### src/rtl/piso_serializer.sv
// piso_serializer: parallel-in/serial-out shifter with a remaining-bit counter, valid and last strobes.
// Defining SERIALIZER_PARITY_EN appends a stored even-parity bit as the final bit of each frame.
module piso_serializer #(
    parameter  int WIDTH     = 4,
    parameter  int MSB_FIRST = 0,
    localparam int CW        = $clog2(WIDTH + 2)
) (
    input  logic             Clk,
    input  logic             Rst,
    input  logic             En,
    input  logic             Ld,
    input  logic             Shift,
    input  logic [WIDTH-1:0] I,
    output logic             D_Out_Bit,
    output logic             Valid_Bit_Out,
    output logic             Last_Bit,
    output logic             Busy,
    output logic [CW-1:0]    Bit_Cnt
);

    localparam logic [0:0] IDLE   = 1'b0;
    localparam logic [0:0] ACTIVE = 1'b1;

`ifdef SERIALIZER_PARITY_EN
    localparam logic [CW-1:0] FRAME_LEN = CW'(WIDTH + 1);
`else
    localparam logic [CW-1:0] FRAME_LEN = CW'(WIDTH);
`endif
    localparam logic [CW-1:0] CNT_ONE = CW'(1);

    logic [WIDTH-1:0] data_r;
    logic [WIDTH-1:0] data_s;
    logic [WIDTH-1:0] shifted_s;
    logic [CW-1:0]    cnt_r;
    logic [CW-1:0]    cnt_s;
    logic [0:0]       state_r;
    logic [0:0]       state_s;
    logic             dout_r;
    logic             dout_s;
    logic             valid_r;
    logic             valid_s;
    logic             last_r;
    logic             last_s;
    logic             head_s;
    logic             next_bit_s;

    assign head_s    = (MSB_FIRST != 0) ? data_r[WIDTH-1] : data_r[0];
    assign shifted_s = (MSB_FIRST != 0) ? {data_r[WIDTH-2:0], 1'b0} : {1'b0, data_r[WIDTH-1:1]};

`ifdef SERIALIZER_PARITY_EN
    logic parity_r;

    function automatic logic even_parity(input logic [WIDTH-1:0] word);
        even_parity = ^word;
    endfunction

    // Parity of the loaded word, sent once all data bits have gone out.
    always_ff @(posedge Clk or negedge Rst) begin
        if (!Rst) begin
            parity_r <= 1'b0;
        end else if (En && Ld) begin
            parity_r <= even_parity(I);
        end else begin
            parity_r <= parity_r;
        end
    end

    assign next_bit_s = (cnt_r == CNT_ONE) ? parity_r : head_s;
`else
    assign next_bit_s = head_s;
`endif

    // Next-state logic: load beats shift; strobes drop on any edge without a real shift.
    always_comb begin
        data_s  = data_r;
        cnt_s   = cnt_r;
        state_s = state_r;
        dout_s  = dout_r;
        valid_s = 1'b0;
        last_s  = 1'b0;
        if (En) begin
            if (Ld) begin
                data_s  = I;
                cnt_s   = FRAME_LEN;
                state_s = ACTIVE;
            end else if (Shift && (state_r == ACTIVE)) begin
                data_s  = shifted_s;
                dout_s  = next_bit_s;
                valid_s = 1'b1;
                cnt_s   = cnt_r - CNT_ONE;
                if (cnt_r == CNT_ONE) begin
                    last_s  = 1'b1;
                    state_s = IDLE;
                end else begin
                    last_s  = 1'b0;
                    state_s = ACTIVE;
                end
            end else begin
                data_s = data_r;
            end
        end else begin
            data_s = data_r;
        end
    end

    // State and output registers, cleared asynchronously by Rst.
    always_ff @(posedge Clk or negedge Rst) begin
        if (!Rst) begin
            data_r  <= {WIDTH{1'b0}};
            cnt_r   <= {CW{1'b0}};
            state_r <= IDLE;
            dout_r  <= 1'b0;
            valid_r <= 1'b0;
            last_r  <= 1'b0;
        end else begin
            data_r  <= data_s;
            cnt_r   <= cnt_s;
            state_r <= state_s;
            dout_r  <= dout_s;
            valid_r <= valid_s;
            last_r  <= last_s;
        end
    end

    assign D_Out_Bit     = dout_r;
    assign Valid_Bit_Out = valid_r;
    assign Last_Bit      = last_r;
    assign Busy          = (state_r == ACTIVE);
    assign Bit_Cnt       = cnt_r;

endmodule

### config.mk
export PLATFORM = sky130hd
export DESIGN_NAME = piso_serializer
export DESIGN_NICKNAME = d
export VERILOG_FILES = /design/src/rtl/piso_serializer.sv
export SDC_FILE = /design/constraint.sdc
export NUM_CORES = 1
export LEC_CHECK = 0
export ABC_CLOCK_PERIOD_IN_PS = 2000
export CORE_AREA = 2 2 39 41
export DETAILED_ROUTE_END_ITERATION = 6
export DIE_AREA = 0 0 41 43
export PLACE_DENSITY_LB_ADDON = 0.08
export SLEW_MARGIN = 40
export SYNTH_ARGS = -nofsm -noshare
export SYNTH_HDL_FRONTEND = slang
export SYNTH_SLANG_ARGS = --single-unit
### constraint.sdc
create_clock -name Clk -period 2 [get_ports Clk]
set_input_delay 0.2 -clock Clk [delete_from_list [all_inputs] [get_ports Clk]]
set_output_delay 0.2 -clock Clk [all_outputs]
set_load 0.05 [all_outputs]
==> impl_metrics.json, run 1 <==
{
  "synth_cell_types": 18,
  "syn-instance-count": 37,
  "async_flop_share_pct": 100.0,
  "place_inst": 67,
  "grt_pass1_wl_um": 1690,
  "grt_util_all_layers_pct": 14.71,
  "drive_gt1_share_pct": 20.00,
  "synth_area_um2": 548.0,
  "final_area_um2": 733.2,
  "min_period_over_period_pct": 87.69,
  "gp_congestion": 0.6800,
  "crit_chain": "clkdlybuf4s50_1",
  "yosys_area_um2": 548.0,
  "finalNonFillerCells": 71,
  "cts_buffers": 3,
  "edf_count": 0,
  "routed_wl_um": 1054,
  "min-delay-path-class": "in2async",
  "cts_resized": 0,
  "finalSetupTns_ns": 0,
  "syn2layout_area_growth_pct": 33.79,
  "io_buffers": 15,
  "drtPass1Iterations": 4,
  "dieArea_um2": 1763,
  "worstSetupStartpointType": "register",
  "tightest_slew_ns": 0.4934,
  "drc": 0,
  "fin_ws_ns": 0.2462,
  "yosysWarnings": 0,
  "cts_root_buf": "clkbuf_4",
  "whs_ns": 0.2687,
  "placed_cell_area_um2": 706.9,
  "maxSlewViolCount": 0,
  "tritoncts": "built",
  "total_power_mw": 0.6925,
  "layout.cells.most_common_list": "clkdlybuf4s50_1, dfrtp_1, mux2_4",
  "layout_top_cell": "clkdlybuf4s50_1",
  "rsz0062_at_grt": "no",
  "ys_cells": 37,
  "antenna_found_initial": 0,
  "clock_path_buffers": 2,
  "rows": 14,
  "h-tree-depth": 1,
  "max_freq_mhz": 570.2,
  "ys_seq_share_pct": 50.23,
  "p_leak_nw": 0.3313,
  "hold_viol": 0,
  "floorplan.nets": 48,
  "dpl_worst_slack_ns": 0.3311,
  "drt_iter0_markers": 2,
  "synth_area_per_cell_um2": 14.81,
  "worstPathArrival_ns": 1.55,
  "fp.dieW_um": 41,
  "worstPathMaxFanout": 5,
  "hpwl_um": 805,
  "grt_pass1_vias": 381,
  "rrSetupSlack_ns": 0.69,
  "drv_cap": 0,
  "io_pins": 16,
  "layout_min_cycle_time_ns": 1.754,
  "ant_nets": 0,
  "slew_headroom_pct": 67.00,
  "outcome": "finished clean",
  "overflow": 0,
  "skew_ns": 0.0009569,
  "diodes": 0,
  "warning_count": 27,
  "end_kind": "output pin",
  "grt_max_degree": 12,
  "post_cts_buffers": 0,
  "powerDensity_nw_per_um2": 944.5,
  "logic_area_um2": 250.2,
  "regArea_um2": 275.3,
  "initCoreUtil_pct": 39.60,
  "fill_cells": 122,
  "critPathBufInv": 1,
  "hold_buffers": 0
}
[run 1: cells by family after synthesis]
group | after synthesis | synth area share, %
AND-OR/OR-AND | 7 | 11.87
multiplexers | 8 | 19.18
adder cells (fa/ha/maj) | 2 | 4.565
buffers and inverters | 4 | 4.109
AND/OR/NAND/NOR | 5 | 10.05
flip-flops | 11 | 50.23
[run 1: metal layers]
layer  track usage [%]  vias up  wire (µm)
met5                 0        -          0
met4             8.000        0         10
met3             3.141        2         68
met2             22.81       10        523
met1             18.03      171        452
li1                  -      173          -
[run 1: synth_stat cells (2+ instances only)]
cell     number  area share (%)
inv_1         3             2.1
dfrtp_1      11              50
mux2_1        3             6.2
mux2_4        4              11
ha_1          2             4.6
a31oi_1       2             2.3
[run 1: registers in the layout, summed over array words and instances (netlist names)]
name	count
Busy	1
D_Out_Bit	1
Valid_Bit_Out	1
Last_Bit	1
Bit_Cnt	3
data_r	4
[run 1: layout make-up]
cell class	instances	area share (%)
flip-flops and latches	11	37.54
repair buffers	15	20.48
inverters	3	1.536
multi-input cells	22	34.13
clock buffers	4	3.584
well taps	16	2.730
[run 1: final timing paths]
path | startpoint | end | cells after the start
setup / recovery | Busy | Busy | 1
hold / removal | Rst | Bit_Cnt[2] | 1
setup reg to reg | Busy | data_r[1] | 3
hold reg to reg | data_r[3] | data_r[3] | 1
max in group asynchronous | Rst | Valid_Bit_Out | 1
min in group Clk | data_r[3] | data_r[3] | 1
[run 1: power breakdown]
group          total [mW]  leakage (nW)  switching [mW]  internal, mW
Clock               0.146        0.0150          0.0694        0.0770
Sequential          0.293         0.134          0.0315         0.262
Combinational       0.253         0.183           0.135         0.118
Total               0.693         0.331           0.236         0.456
**Run 1: supply network**

Pins as bars on the die edge. Tap cells in gray.
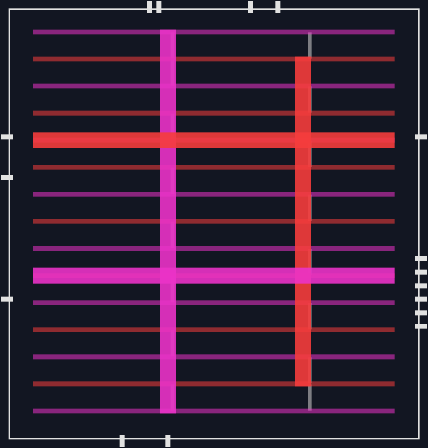
- VSS: magenta
- VDD: red
- tap cells: 16
- signal pins: 16
- met5 straps: 2
- met4 straps: 2
- rows: 14
Die Span Y: 43 µm
Core Area: 1384 µm²
VDD IR-drop max: 0.6586 mV

**Run 1: sequential cells colored by netlist name**

Other sequential cells in the stronger gray, the rest of the logic in the fainter gray.
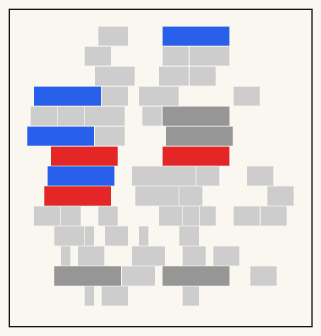
- data_r: blue (flops 4)
- Bit_Cnt: red (flops 3)
- not colored: 4
Seq area share: 37.54%
Final Util: 52.98%
Sequential Power: 0.293 mW

**Run 1: routing congestion**

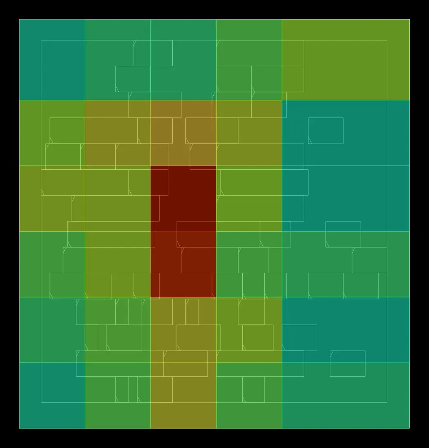
met3 Usage GRT: 3.141%
GR Util met1: 18.03%
WL per Instance: 14.85 µm
M2 GR Usage: 22.81%

**Run 1: placed cells, one color a class**

Bar = 10 µm.
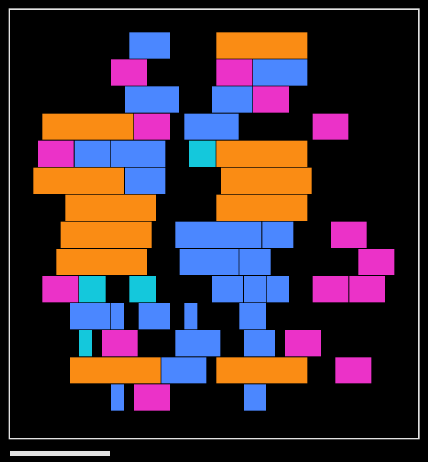

## Run 2: what changed since run 1
--- a/config.mk
+++ b/config.mk
@@ -9,7 +9,7 @@
 export CORE_AREA = 2 2 39 41
 export DETAILED_ROUTE_END_ITERATION = 6
 export DIE_AREA = 0 0 41 43
-export PLACE_DENSITY_LB_ADDON = 0.08
+export PLACE_DENSITY = 0.78
 export SLEW_MARGIN = 40
 export SYNTH_ARGS = -nofsm -noshare
 export SYNTH_HDL_FRONTEND = slang
**Run 2: placed cells, one color a class**

Bar = 10 µm.
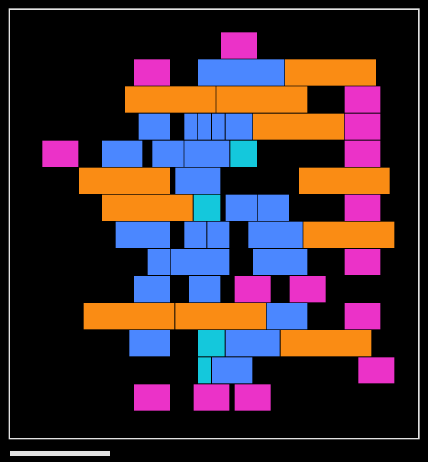
- flip-flops: orange (cells 11)
- all other logic: blue (cells 25)
- other buffers and delay cells: magenta (cells 15)
- clock drivers and dummy loads: cyan (cells 4)
fin area: 733.2 µm²
cell row count: 14

==> run 2 against run 1 <==
Effect of this change:
- die size is the same
- critical path depth is the same
- maximum frequency shrank 1.2%
- global-route usage shrank 0.45 points
- total power grew 0.15%
- first-iteration DRC count grew 50%
- clock power is essentially flat
- sequential share of layout area is the same
- critical path type unchanged
- largest power group unchanged
==> impl_metrics.json, run 2 <==
{
  "outcome": "finished clean",
  "hold_buffers": 0,
  "globalRouteMet1Util_pct": 16.45,
  "cts_buffers": 3,
  "fp.dieW_um": 41,
  "drt_iter0_markers": 3,
  "ys_seq_share_pct": 50.23,
  "grt_util_met3_pct": 4.712,
  "antenna_found_initial": 0,
  "edf_count": 0,
  "top_logic_kind": "multiplexers",
  "path_class": "reg2out",
  "ys.flops": 11,
  "io_buffers": 15,
  "grt_max_degree": 12,
  "cts_resized": 0,
  "top_usage_layer": "met2",
  "worstPathArrival_ns": 1.58,
  "setup_viol": 0,
  "powerDensity_nw_per_um2": 945.9,
  "min-delay-path-class": "in2async",
  "end_kind": "output pin",
  "final_core_util_pct": 52.98,
  "yosysTopAreaCell": "dfrtp_1",
  "critical_path_required_ns": 1.80,
  "drtPass1Iterations": 4,
  "wire_per_inst_um": 15.27,
  "warning_count": 27,
  "maxSlewViolCount": 0,
  "fill_cells": 129,
  "h-tree-depth": 1,
  "overflow": 0,
  "cts.clk_slew.worst_paths_ns": 0.07,
  "crit_family": "buffers and inverters",
  "flop_cell": "dfrtp_1",
  "critPathBufInv": 1,
  "post_cts_buffers": 0,
  "grtUsageMet2_pct": 21.88,
  "layout_min_cycle_time_ns": 1.775,
  "gp_congestion": 0.7071,
  "grt_util_all_layers_pct": 14.26,
  "ant_nets": 0,
  "clock_path_buffers": 2,
  "vdd_ir_drop_max_mv": 0.3918,
  "min_period_over_period_pct": 88.75,
  "synth_area_per_cell_um2": 14.81,
  "hpwl_um": 819.3,
  "syn2layout_area_growth_pct": 33.79,
  "drc": 0,
  "layout.cells.most_common_list": "clkdlybuf4s50_1, dfrtp_1, mux2_4",
  "ys_cells": 37,
  "worstSetupStartpointType": "register",
  "whs_ns": 0.2672,
  "via_count": 374,
  "slowest_stage": "clkdlybuf4s50_1",
  "async_flop_share_pct": 100.0,
  "coreArea_um2": 1384,
  "ys_sh_adder_pct": 4.566,
  "syn-instance-count": 37,
  "synth.area.top_cells": "dfrtp_1, mux2_4, mux2_1",
  "crit_chain": "clkdlybuf4s50_1",
  "drive_gt1_share_pct": 20.00,
  "worstPathMaxFanout": 5,
  "aoi_share_pct": 11.87,
  "top_area_share_pct": 50.23,
  "synth_cell_types": 18,
  "synth.most_common_cell": "dfrtp_1",
  "clock-sinks": 11,
  "tritoncts": "built",
  "slowest_delay_ns": 0.85,
  "max_freq_mhz": 563.4,
  "synth_area_um2": 548.0,
  "top_cells_by_count": "dfrtp_1, mux2_4, inv_1, mux2_1",
  "yosysWarnings": 0,
  "yosys_area_um2": 548.0,
  "yosys.area_share.simple_pct": 10.05,
  "floorplan.nets": 48,
  "dieArea_um2": 1763,
  "total_power_mw": 0.6936,
  "grt_pass1_wl_um": 1628,
  "grt_pass1_vias": 371,
  "diodes": 0,
  "tightest_slew_ns": 0.4941,
  "hold_viol": 0,
  "die_y_um": 43,
  "layout_top_cell": "clkdlybuf4s50_1",
  "p_leak_nw": 0.3313,
  "cts_root_buf": "clkbuf_4",
  "io_pins": 16,
  "drv_cap": 0,
  "initCoreUtil_pct": 39.60,
  "rsz0062_at_grt": "no",
  "ys_sh_xor_pct": 0,
  "via_per_inst": 5.268,
  "largest_register_ffs": 4,
  "ys_sh_mux_pct": 19.18,
  "slew_headroom_pct": 66.96,
  "top_register": "data_r",
  "finalSetupTns_ns": 0,
  "routed_wl_um": 1084,
  "finalNetCount": 67
}
**Run 2: clock network drawn from the DEF**

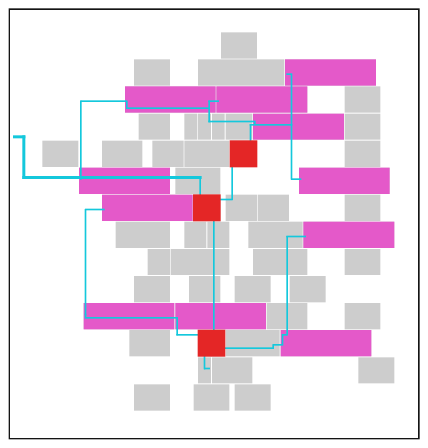
- clock wires: cyan (length 143 µm)
- cells driving clock nets: red (count 3)
- flip-flops: magenta (count 11)
- routed clock nets: 4
Layout Skew: 0.0002828 ns
clk ins delay skew pair: 0.26 ns
P_clk: 0.148 mW
Clock power frac: 21.3%

## run 2: kinds of logic after synthesis
logic type | Yosys count
DFF | 11
adders and majority gates | 2
and+or+nand+nor | 5
AOI/OAI and AO/OA | 7
buffers and inverters | 4
muxes | 8
## run 2: where the power goes
part	total (mW)	switching, mW	internal (mW)
clock	0.148	0.0706	0.0770
combinational	0.252	0.134	0.117
sequential	0.294	0.0326	0.262
## run 2: worst paths after layout
path,start,to,slack (ns),cells past startpoint
max,Busy,Busy,0.22,1
min,Rst,data_r[0],0.27,1
max reg2reg,Busy,data_r[2],0.69,3
min reg2reg,data_r[3],data_r[3],0.50,1
max in group asynchronous,Rst,Valid_Bit_Out,1.41,1
min in group Clk,data_r[3],data_r[3],0.50,1
## run 2: per-stage QoR
step	instance area, µm²	cells	setup slack, ns
after floorplan	548.0	37	0.5294
after global placement	706.9	67	0.3739
after detailed placement	706.9	67	0.3072
after CTS	733.2	71	0.2049
after global routing	733.2	71	0.1584
final	733.2	71	0.2249
## run 2: layer usage
layer / part of all wire [%] / wire [µm]
met1: 46 / 494
met4: 0.37 / 4
met5: 0 / 0
met3: 5.2 / 56
met2: 49 / 530
## run 2: cell type report
cell class	count	area [µm²]	share of cell area [%]
inverter	3	11.26	1.536
sequential	11	275.3	37.54
tap	16	20.02	2.730
clock buffer	4	26.28	3.584
multi-input combinational	22	250.2	34.13
timing repair buffer	15	150.1	20.48
**Run 2: sequential cells colored by netlist name**

Other sequential cells in the stronger gray, the rest of the logic in the fainter gray.
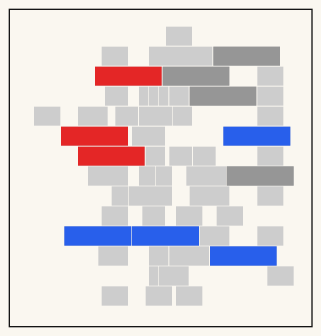

## Run 3: what changed since run 2
--- a/config.mk
+++ b/config.mk
@@ -5,11 +5,12 @@
 export SDC_FILE = /design/constraint.sdc
 export NUM_CORES = 1
 export LEC_CHECK = 0
+export ABC_AREA = 1
 export ABC_CLOCK_PERIOD_IN_PS = 2000
 export CORE_AREA = 2 2 39 41
 export DETAILED_ROUTE_END_ITERATION = 6
 export DIE_AREA = 0 0 41 43
-export PLACE_DENSITY = 0.78
+export PLACE_DENSITY = 0.77
 export SLEW_MARGIN = 40
 export SYNTH_ARGS = -nofsm -noshare
 export SYNTH_HDL_FRONTEND = slang
**Run 3: sequential cells colored by netlist name**

Other sequential cells in the stronger gray, the rest of the logic in the fainter gray.
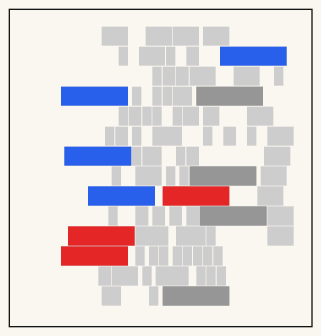
- data_r: blue (flops 4)
- Bit_Cnt: red (flops 3)
Seq area share: 37.74%
Final Util: 52.71%
Sequential Power: 0.274 mW
Reg area: 275.3 µm²

**Run 3: clock network drawn from the DEF**

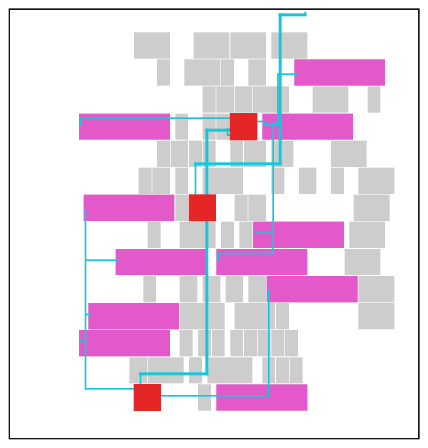
- clock wires: cyan (length 171 µm)
- cells driving clock nets: red (count 3)
- flip-flops: magenta (count 11)
- routed clock nets: 4
P_clk: 0.157 mW
Layout Skew: 0.005230 ns
Clock power frac: 24.1%
clk ins delay skew pair: 0.28 ns

==> run 3 against run 2 <==
Effect of this change:
- core utilization down 0.27 points
- total power down 6.2%
- flip-flop count unchanged
- critical endpoint unchanged
- largest power group unchanged
==> impl_metrics.json, run 3 <==
{
  "finalNetCount": 95,
  "io_buffers": 15,
  "finalSetupTns_ns": 0,
  "slowest_delay_ns": 0.82,
  "via_per_inst": 4.758,
  "grt_pass1_vias": 442,
  "synth_area_um2": 533.0,
  "grt_pass1_wl_um": 1869,
  "wire_per_inst_um": 10.83,
  "vdd_ir_drop_max_mv": 0.3899,
  "finalNonFillerCells": 99,
  "dpl_worst_slack_ns": 0.6127,
  "critPathBufInv": 1,
  "path_class": "reg2out",
  "via_count": 471,
  "yosys_area_um2": 533.0,
  "hold_buffers": 0,
  "async_flop_share_pct": 100.0,
  "clock_path_buffers": 2,
  "layout.cells.most_common_list": "nand2_1, clkdlybuf4s50_1, dfrtp_1",
  "maxSlewViolCount": 0,
  "antenna_found_initial": 0,
  "tritoncts": "built",
  "critical_path_required_ns": 1.80,
  "min_period_over_period_pct": 84.48,
  "top_register": "data_r",
  "slew_headroom_pct": 65.91,
  "largest_register_ffs": 4,
  "logic_area_um2": 227.7,
  "cts_root_buf": "clkbuf_4",
  "placed_cell_area_um2": 703.2,
  "synth.most_common_cell": "nand2_1",
  "crit_chain": "clkdlybuf4s50_1",
  "ys_seq_share_pct": 51.64,
  "place_inst": 95,
  "h-tree-depth": 1,
  "ys.flops": 11,
  "edf_count": 0,
  "end_kind": "output pin",
  "cts_buffers": 3,
  "top_usage_layer": "met2",
  "overflow": 0,
  "routed_wl_um": 1072,
  "grt_util_met3_pct": 6.283,
  "diodes": 0,
  "flop_cell": "dfrtp_1",
  "fin_ws_ns": 0.3104,
  "hold_viol": 0,
  "tightest_slew_ns": 0.5098,
  "outcome": "finished clean",
  "syn2layout_area_growth_pct": 36.85,
  "gp_congestion": 0.7391,
  "layout_min_cycle_time_ns": 1.690,
  "drt_iter0_markers": 4,
  "grtUsageMet2_pct": 24.38,
  "initCoreUtil_pct": 38.52,
  "synth_cell_types": 13,
  "hpwl_um": 846,
  "clock-sinks": 11,
  "grt_util_all_layers_pct": 16.65,
  "io_pins": 16,
  "fp.dieW_um": 41,
  "top_cells_by_count": "nand2_1, dfrtp_1, inv_1, nand3_1, o21ai_1",
  "ant_nets": 0,
  "fill_cells": 139,
  "dieArea_um2": 1763,
  "warning_count": 27,
  "die_y_um": 43,
  "cts.clk_slew.worst_paths_ns": 0.07,
  "worstPathMaxFanout": 4,
  "globalRouteMet1Util_pct": 18.67,
  "layout_top_cell": "nand2_1",
  "worstPathArrival_ns": 1.49,
  "synth.area.top_cells": "dfrtp_1, nand2_1, nand3_1",
  "drc": 0,
  "synth_area_per_cell_um2": 8.328,
  "total_power_mw": 0.6506,
  "syn-instance-count": 64,
  "setup_viol": 0,
  "cts_resized": 0,
  "drive_gt1_share_pct": 10.84,
  "powerDensity_nw_per_um2": 891.8,
  "slowest_stage": "clkdlybuf4s50_1",
  "crit_family": "buffers and inverters",
  "top_area_share_pct": 51.64,
  "whs_ns": 0.2455,
  "yosysWarnings": 0,
  "yosysTopAreaCell": "dfrtp_1",
  "post_cts_buffers": 0,
  "rsz0062_at_grt": "no",
  "floorplan.nets": 75,
  "max_freq_mhz": 591.9,
  "final_area_um2": 729.5,
  "grt_max_degree": 12,
  "coreArea_um2": 1384,
  "rrSetupSlack_ns": 0.97,
  "ys_cells": 64,
  "p_leak_nw": 0.3631,
  "drv_cap": 0,
  "min-delay-path-class": "in2async",
  "worstSetupStartpointType": "register",
  "drtPass1Iterations": 4,
  "rows": 14
}
## run 3: area by class of cell
class	instances	area share [%]
multi-input cells	45	31.22
well taps	16	2.744
flip-flops and latches	11	37.74
inverters	8	4.117
clock buffers	4	3.602
repair buffers	15	20.58
## run 3: logic make-up after synthesis
family	Yosys count	synth area share, %
adder cells (fa/ha/maj)	2	4.694
flip-flops	11	51.64
buffers and inverters	8	5.634
AND-OR/OR-AND	5	4.694
AND/OR/NAND/NOR	38	33.33
## run 3: where the power goes
| group | internal (mW) | switching, mW |
|---|---|---|
| registers | 0.256 | 0.0185 |
| clock network | 0.0775 | 0.0791 |
| logic | 0.0783 | 0.141 |
| total | 0.412 | 0.239 |
## run 3: worst paths after layout
path                         endpoint  cells after the start       start
setup / recovery                 Busy                      1        Busy
setup reg to reg           Bit_Cnt[2]                      8  Bit_Cnt[0]
hold / removal             Bit_Cnt[2]                      1         Rst
max in group asynchronous  Bit_Cnt[1]                      1         Rst
hold reg to reg             D_Out_Bit                      2   data_r[0]
min in group Clk            D_Out_Bit                      2   data_r[0]
## run 3: metal layers
layer  routed length (µm)  share of wire, %  vias up
met5                    0                 0        -
met3                   40               3.7        5
li1                     -                 -      242
met4                   39               3.6        0
met2                  530                49       11
met1                  462                43      213
Power and IR drop assume default switching activity.
